## config.mk

```make
export PLATFORM = sky130hd
export DESIGN_NAME = elevator_sequencer_flat
export DESIGN_NICKNAME = d
export VERILOG_FILES = /design/src/rtl/elevator_sequencer_pkg.sv /design/src/rtl/elevator_sequencer_if.sv /design/src/rtl/elevator_sequencer_req_register.sv /design/src/rtl/elevator_sequencer.sv /design/src/flat_wrapper.sv
export SDC_FILE = /design/constraint.sdc
export NUM_CORES = 1
export LEC_CHECK = 0
export ABC_CLOCK_PERIOD_IN_PS = 5100
export CORE_UTILIZATION = 56
export CTS_CLUSTER_SIZE = 20
export DETAILED_ROUTE_END_ITERATION = 10
export GPL_TIMING_DRIVEN = 1
export HOLD_SLACK_MARGIN = 0.03
export PLACE_DENSITY_LB_ADDON = 0.15
export SLEW_MARGIN = 0
export SYNTH_ARGS = -nofsm -noshare
export SYNTH_HDL_FRONTEND = slang
export SYNTH_SLANG_ARGS = --single-unit
```

## constraint.sdc

```tcl
create_clock -name CP -period 5.1 [get_ports CP]
set_clock_uncertainty 0.05 [all_clocks]
set_input_delay 1.53 -clock CP [delete_from_list [all_inputs] [get_ports CP]]
set_output_delay 1.53 -clock CP [all_outputs]
set_load 0.005 [all_outputs]
```

## src/rtl/elevator_sequencer_pkg.sv

```systemverilog
// Shared constants, state encoding and floor-mask helpers for the elevator sequencer.
package elevator_pkg;

    localparam int NFLOOR = 4;
    localparam int FW     = 2;
    localparam int GAP    = 8;
    localparam int GCW    = $clog2(GAP);

    typedef enum logic [1:0] {
        IDLE    = 2'd0,
        RUN     = 2'd1,
        OPEN    = 2'd2,
        GAPWAIT = 2'd3
    } state_t;

    // One-hot bit for a single floor index.
    function automatic logic [NFLOOR-1:0] floor_bit(input logic [FW-1:0] f);
        logic [NFLOOR-1:0] m;
        m = '0;
        for (int i = 0; i < NFLOOR; i++) begin
            m[i] = (i == int'(f));
        end
        return m;
    endfunction

    // Bits of every floor strictly above f.
    function automatic logic [NFLOOR-1:0] above_mask(input logic [FW-1:0] f);
        logic [NFLOOR-1:0] m;
        m = '0;
        for (int i = 0; i < NFLOOR; i++) begin
            m[i] = (i > int'(f));
        end
        return m;
    endfunction

    // Bits of every floor strictly below f.
    function automatic logic [NFLOOR-1:0] below_mask(input logic [FW-1:0] f);
        logic [NFLOOR-1:0] m;
        m = '0;
        for (int i = 0; i < NFLOOR; i++) begin
            m[i] = (i < int'(f));
        end
        return m;
    endfunction

endpackage

```

## src/rtl/elevator_sequencer_if.sv

```systemverilog
// Request/timer handshake and status bundle between the sequencer and its surroundings.
interface elevator_sequencer_if;
    import elevator_pkg::*;

    logic [NFLOOR-1:0] req;
    logic              endRun;
    logic              endOpen;
    logic              mv2nxt;
    logic              opendoor;
    logic [FW-1:0]     floor;
    logic              dir_up;
    logic [NFLOOR-1:0] pending;
    logic              busy;

    // The sequencer itself drives commands and status.
    modport master (
        input  req, endRun, endOpen,
        output mv2nxt, opendoor, floor, dir_up, pending, busy
    );

    // Request sources and timers drive requests and completions.
    modport slave (
        output req, endRun, endOpen,
        input  mv2nxt, opendoor, floor, dir_up, pending, busy
    );

endinterface

```

## src/rtl/elevator_sequencer_req_register.sv

```systemverilog
// Outstanding-request bits: per-bit set, single indexed clear, clear beats set on the same bit.
module req_register
    import elevator_pkg::*;
(
    input  logic              CP,
    input  logic              rst,
    input  logic [NFLOOR-1:0] set_mask,
    input  logic              clr_en,
    input  logic [FW-1:0]     clr_idx,
    output logic [NFLOOR-1:0] pending
);

    logic [NFLOOR-1:0] clr_mask;

    // Decode the floor being opened into the bit that must drop.
    always_comb begin
        clr_mask = clr_en ? floor_bit(clr_idx) : '0;
    end

    // Accumulate new requests, then apply the clear so it wins a collision.
    always_ff @(posedge CP) begin
        if (rst) begin
            pending <= '0;
        end else begin
            pending <= (pending | set_mask) & ~clr_mask;
        end
    end

endmodule

```

## src/rtl/elevator_sequencer.sv

```systemverilog
// Master control FSM for the car: latches requests, picks direction (SCAN), drives run/open timers.
module elevator_sequencer
    import elevator_pkg::*;
(
    input  logic CP,
    input  logic rst,
    elevator_sequencer_if.master bus
);

    localparam logic [FW-1:0] FLOOR_MAX = FW'(NFLOOR - 1);

    state_t            state, state_n;
    logic [FW-1:0]     floor_q, floor_n, step_floor;
    logic              dir_up_q, dir_up_n;
    logic              mv2nxt_q, mv2nxt_n;
    logic              opendoor_q, opendoor_n;
    logic [GCW-1:0]    gap_cnt, gap_cnt_n;
    logic              armed_run, armed_run_n;
    logic              armed_open, armed_open_n;
    logic              clr_en;
    logic [FW-1:0]     clr_idx;
    logic [NFLOOR-1:0] pending, set_mask, above, below;

    req_register u_req (
        .CP       (CP),
        .rst      (rst),
        .set_mask (set_mask),
        .clr_en   (clr_en),
        .clr_idx  (clr_idx),
        .pending  (pending)
    );

    // Request filtering: with the door open, a call for this floor is already served.
    always_comb begin
        set_mask = bus.req;
        if (state == OPEN) begin
            set_mask = bus.req & ~floor_bit(floor_q);
        end
        above = pending & above_mask(floor_q);
        below = pending & below_mask(floor_q);
    end

    // Neighbour floor in the travel direction, pinned at the shaft ends.
    always_comb begin
        step_floor = floor_q;
        if (dir_up_q) begin
            if (floor_q != FLOOR_MAX) begin
                step_floor = floor_q + 1'b1;
            end
        end else if (floor_q != '0) begin
            step_floor = floor_q - 1'b1;
        end
    end

    // Next-state and command logic; timer completions count only after being seen low.
    always_comb begin
        state_n      = state;
        floor_n      = floor_q;
        dir_up_n     = dir_up_q;
        mv2nxt_n     = mv2nxt_q;
        opendoor_n   = opendoor_q;
        gap_cnt_n    = gap_cnt;
        armed_run_n  = armed_run;
        armed_open_n = armed_open;
        clr_en       = 1'b0;
        clr_idx      = floor_q;
        unique case (state)
            IDLE: begin
                if (pending[floor_q]) begin
                    state_n      = OPEN;
                    opendoor_n   = 1'b1;
                    armed_open_n = 1'b0;
                    clr_en       = 1'b1;
                end else if (dir_up_q && (|above)) begin
                    state_n     = RUN;
                    armed_run_n = 1'b0;
                end else if (|below) begin
                    state_n     = RUN;
                    dir_up_n    = 1'b0;
                    armed_run_n = 1'b0;
                end else if (|above) begin
                    state_n     = RUN;
                    dir_up_n    = 1'b1;
                    armed_run_n = 1'b0;
                end
            end
            RUN: begin
                if (bus.endRun && armed_run) begin
                    floor_n     = step_floor;
                    mv2nxt_n    = 1'b0;
                    armed_run_n = 1'b0;
                    if (pending[step_floor]) begin
                        state_n      = OPEN;
                        opendoor_n   = 1'b1;
                        armed_open_n = 1'b0;
                        clr_en       = 1'b1;
                        clr_idx      = step_floor;
                    end else begin
                        state_n   = GAPWAIT;
                        gap_cnt_n = '0;
                    end
                end else begin
                    mv2nxt_n    = 1'b1;
                    armed_run_n = armed_run | ~bus.endRun;
                end
            end
            OPEN: begin
                if (bus.endOpen && armed_open) begin
                    opendoor_n   = 1'b0;
                    armed_open_n = 1'b0;
                    state_n      = GAPWAIT;
                    gap_cnt_n    = '0;
                end else begin
                    armed_open_n = armed_open | ~bus.endOpen;
                end
            end
            GAPWAIT: begin
                if (gap_cnt == GCW'(GAP - 1)) begin
                    state_n   = IDLE;
                    gap_cnt_n = '0;
                end else begin
                    gap_cnt_n = gap_cnt + 1'b1;
                end
            end
            default: state_n = IDLE;
        endcase
    end

    // State and datapath registers with synchronous reset.
    always_ff @(posedge CP) begin
        if (rst) begin
            state      <= IDLE;
            floor_q    <= '0;
            dir_up_q   <= 1'b1;
            mv2nxt_q   <= 1'b0;
            opendoor_q <= 1'b0;
            gap_cnt    <= '0;
            armed_run  <= 1'b0;
            armed_open <= 1'b0;
        end else begin
            state      <= state_n;
            floor_q    <= floor_n;
            dir_up_q   <= dir_up_n;
            mv2nxt_q   <= mv2nxt_n;
            opendoor_q <= opendoor_n;
            gap_cnt    <= gap_cnt_n;
            armed_run  <= armed_run_n;
            armed_open <= armed_open_n;
        end
    end

    assign bus.mv2nxt   = mv2nxt_q;
    assign bus.opendoor = opendoor_q;
    assign bus.floor    = floor_q;
    assign bus.dir_up   = dir_up_q;
    assign bus.pending  = pending;
    assign bus.busy     = (state != IDLE);

    // Moving and opening must never be commanded together.
    a_cmd_excl: assert property (@(posedge CP) disable iff (rst) !(mv2nxt_q && opendoor_q));

endmodule

```

## src/flat_wrapper.sv

```systemverilog
// flat-port wrapper written by rule: the top's interface ports become plain ports
module elevator_sequencer_flat import elevator_pkg::*;
  (CP, rst, bus_req, bus_endRun, bus_endOpen, bus_mv2nxt, bus_opendoor, bus_floor, bus_dir_up, bus_pending, bus_busy);
  elevator_sequencer_if bus_i ();
  input  logic CP;
  input  logic rst;
  input wire logic [$bits(bus_i.req)-1:0] bus_req;
  input wire logic [$bits(bus_i.endRun)-1:0] bus_endRun;
  input wire logic [$bits(bus_i.endOpen)-1:0] bus_endOpen;
  output wire logic [$bits(bus_i.mv2nxt)-1:0] bus_mv2nxt;
  output wire logic [$bits(bus_i.opendoor)-1:0] bus_opendoor;
  output wire logic [$bits(bus_i.floor)-1:0] bus_floor;
  output wire logic [$bits(bus_i.dir_up)-1:0] bus_dir_up;
  output wire logic [$bits(bus_i.pending)-1:0] bus_pending;
  output wire logic [$bits(bus_i.busy)-1:0] bus_busy;
  assign bus_i.req = bus_req;
  assign bus_i.endRun = bus_endRun;
  assign bus_i.endOpen = bus_endOpen;
  assign bus_mv2nxt = bus_i.mv2nxt;
  assign bus_opendoor = bus_i.opendoor;
  assign bus_floor = bus_i.floor;
  assign bus_dir_up = bus_i.dir_up;
  assign bus_pending = bus_i.pending;
  assign bus_busy = bus_i.busy;
  elevator_sequencer u_core (.CP(CP), .rst(rst), .bus(bus_i));
endmodule
```

m2.png
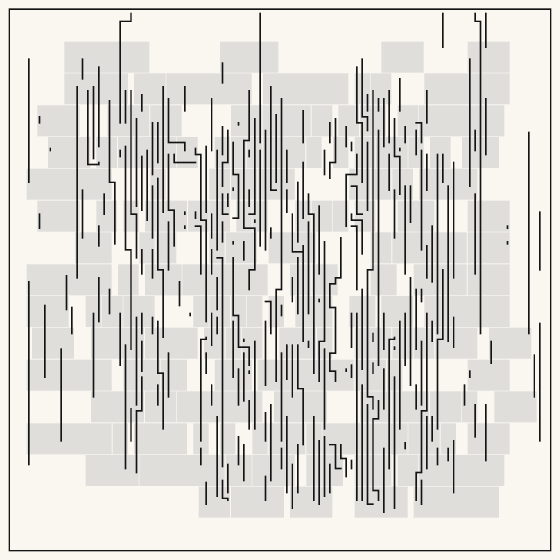
The layer carries 1240 um of wire. The longest straight run is 26.7 um. The layer holds 47% of the routed length. 137 nets have wire on it. The wires run mostly vertical.

m3.png
Scale bar: 10 um.
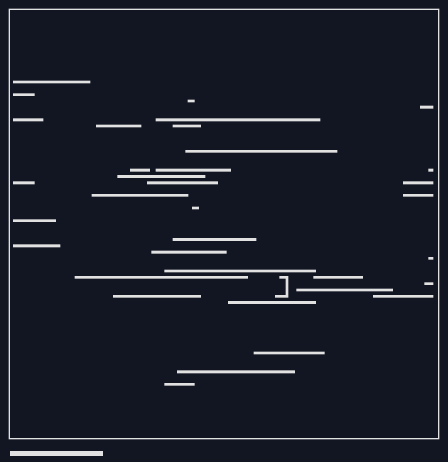
The wires run mostly horizontal. The longest straight run is 18.4 um. The layer carries 228 um of wire. 33 nets have wire on it.

port_trees.png
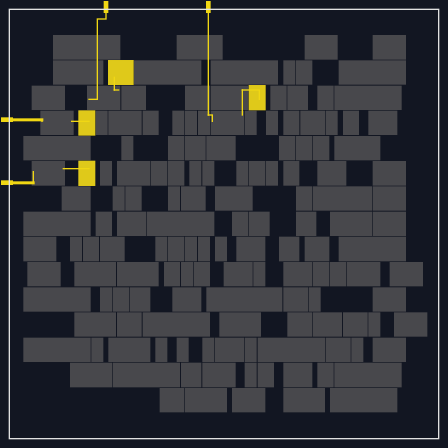
Key: yellow = bus_req [bits 4, direction input, edge 2 left, 2 top, end cells 4, buffers 4, wire 41.8 um]

==> results.yml <==
# flow metrics
final_layout:
  buffers: 17
  regArea_um2: 320
  sh_seq_area_pct: 24.6
  ff_count: 16
  top_regs: "u_core.u_req.pending (4), u_core.gap_cnt (3)"
  nets: 163
  sh_comb_area_pct: 54.8
  instances_no_fill: 173
  lay_top_cells: "clkdlybuf4s50_1 (17), dfxtp_1 (16), nor2_1 (15)"
  largest_reg_flops: 4
  area_growth_pct: 18.9
  comb_cells: 103
  bufAreaShareNonClock_pct: 13.1
  clkbuf_count: 4
  fin_util_pct: 72.9
  drive_gt1_share_pct: 10.1
  largest_cell_class: "multi-input combinational cells"
synth:
  yosys.area_share.xor_xnor_pct: 0.801
  synthAoiAreaFrac_pct: 33.1
  fa_ha_area_share_pct: 6.86
  synthTopLogicFamily: "AND-OR/OR-AND gates"
  top_area_share_pct: 29.3
  yosysCellCount: 133
  yosys_warnings: 0
  ys.flop_type: "dfxtp_1"
  top_cell: "dfxtp_1"
  synth_flops: 16
  top_cells_by_area: "dfxtp_1 (29%), ha_1 (6.9%), a21oi_1 (6.4%)"
  postSynthSeqShare_pct: 29.3
  common_cells: "dfxtp_1 (16), nor2_1 (15), a21oi_1 (14), nand2_1 (10), o21ai_0 (9)"
  ys_chip_area_um2: 1090
  syn_avg_cell_area_um2: 8.22
  netlist_area_um2: 1090
  mux_area_share_pct: 5.26
setup_path:
  r2r_cells: 5
  cp.arrival_ns: 1.71
  required_ns: 3.52
  r2r_start: "u_core.bus.floor[0]$_SDFFE_PP0P_"
  worstSetupPathType: "reg2out"
  cp-start-kind: "register"
  regToRegSetupSlack_ns: 2.97
global_routing:
  grt_first_pass_wirelength_um: 4240
  grt_pass1_vias: 955
  met2_usage_pct: 44.5
  grt_start_max_net_pins: 17
  gr-usage-met1_pct: 36.5
  grt_antenna_before_repair: 0
  grt-ovfl-total: 0
placed_design:
  place.gp.congestion: 0.907
  port_buffers: 17
  dp_cells: 169
  dpl_cell_area_um2: 1260
route:
  dr.pass1.iters: 4
  first_iter_violations: 62
  wl_met2_um: 1240
  vias_per_cell: 6.30
  vias: 1090
  highest_layer: "met4"
  ant_nets: 0
  drc: 0
  dr_wl_met3_um: 227
cts:
  cts_htree_levels: 1
  cts_buffers: 3
  insertion_delay_ns: 0.30
  cts_root_buffer: "clkbuf_4"
  cts_tree: "done"
  clk_path_buf_depth: 2
final_timing:
  maxSlewViolCount: 0
  slew_headroom_pct: 59.2
  timing.hold.ws_ns: 0.419
  rsz0062_at_grt: "false"
  min_period_ns: 3.29
  setup_viol: 0
die:
  dieHeight_um: 46.2
  fp_util_pct: 61.3
  num_io_pins: 18
  die_w_um: 46.2
power:
  p_sw_share_pct: 39.0
  p_clk_uw: 87.3
  total_power_uw: 462
  p_int_uw: 282
  power_density_nw_per_um2: 356
  p_leak_nw: 0.470
run:
  maxCapViolCount: 0
  warnings: 29
hold_path:
  worstHoldStart: "u_core.armed_open$_SDFFE_PP0P_"
  hold_depth: 2
outcome:
  outcome: "finished, final reports clean"
[worst max-delay path by stage]
stage                                      start                             end  slack [ns]
global placement                      bus_endRun  u_core.gap_cnt[0]$_SDFFE_PP0P_        1.78
floorplan                             bus_endRun  u_core.gap_cnt[0]$_SDFFE_PP0P_        2.36
CTS                 u_core.state[0]$_SDFFE_PP0P_                        bus_busy        1.81
global route        u_core.state[0]$_SDFFE_PP0P_                        bus_busy        1.72
finish              u_core.state[0]$_SDFFE_PP0P_                        bus_busy        1.81
detailed placement                    bus_endRun  u_core.gap_cnt[0]$_SDFFE_PP0P_        1.66
[critical path, cell delays in order, from the launching register on]
cell and delay [ns]:
dfxtp_1 0.37, inv_1 0.09, ha_1 0.30, inv_1 0.14, clkdlybuf4s50_1 0.51
Power and IR drop assume default switching activity.
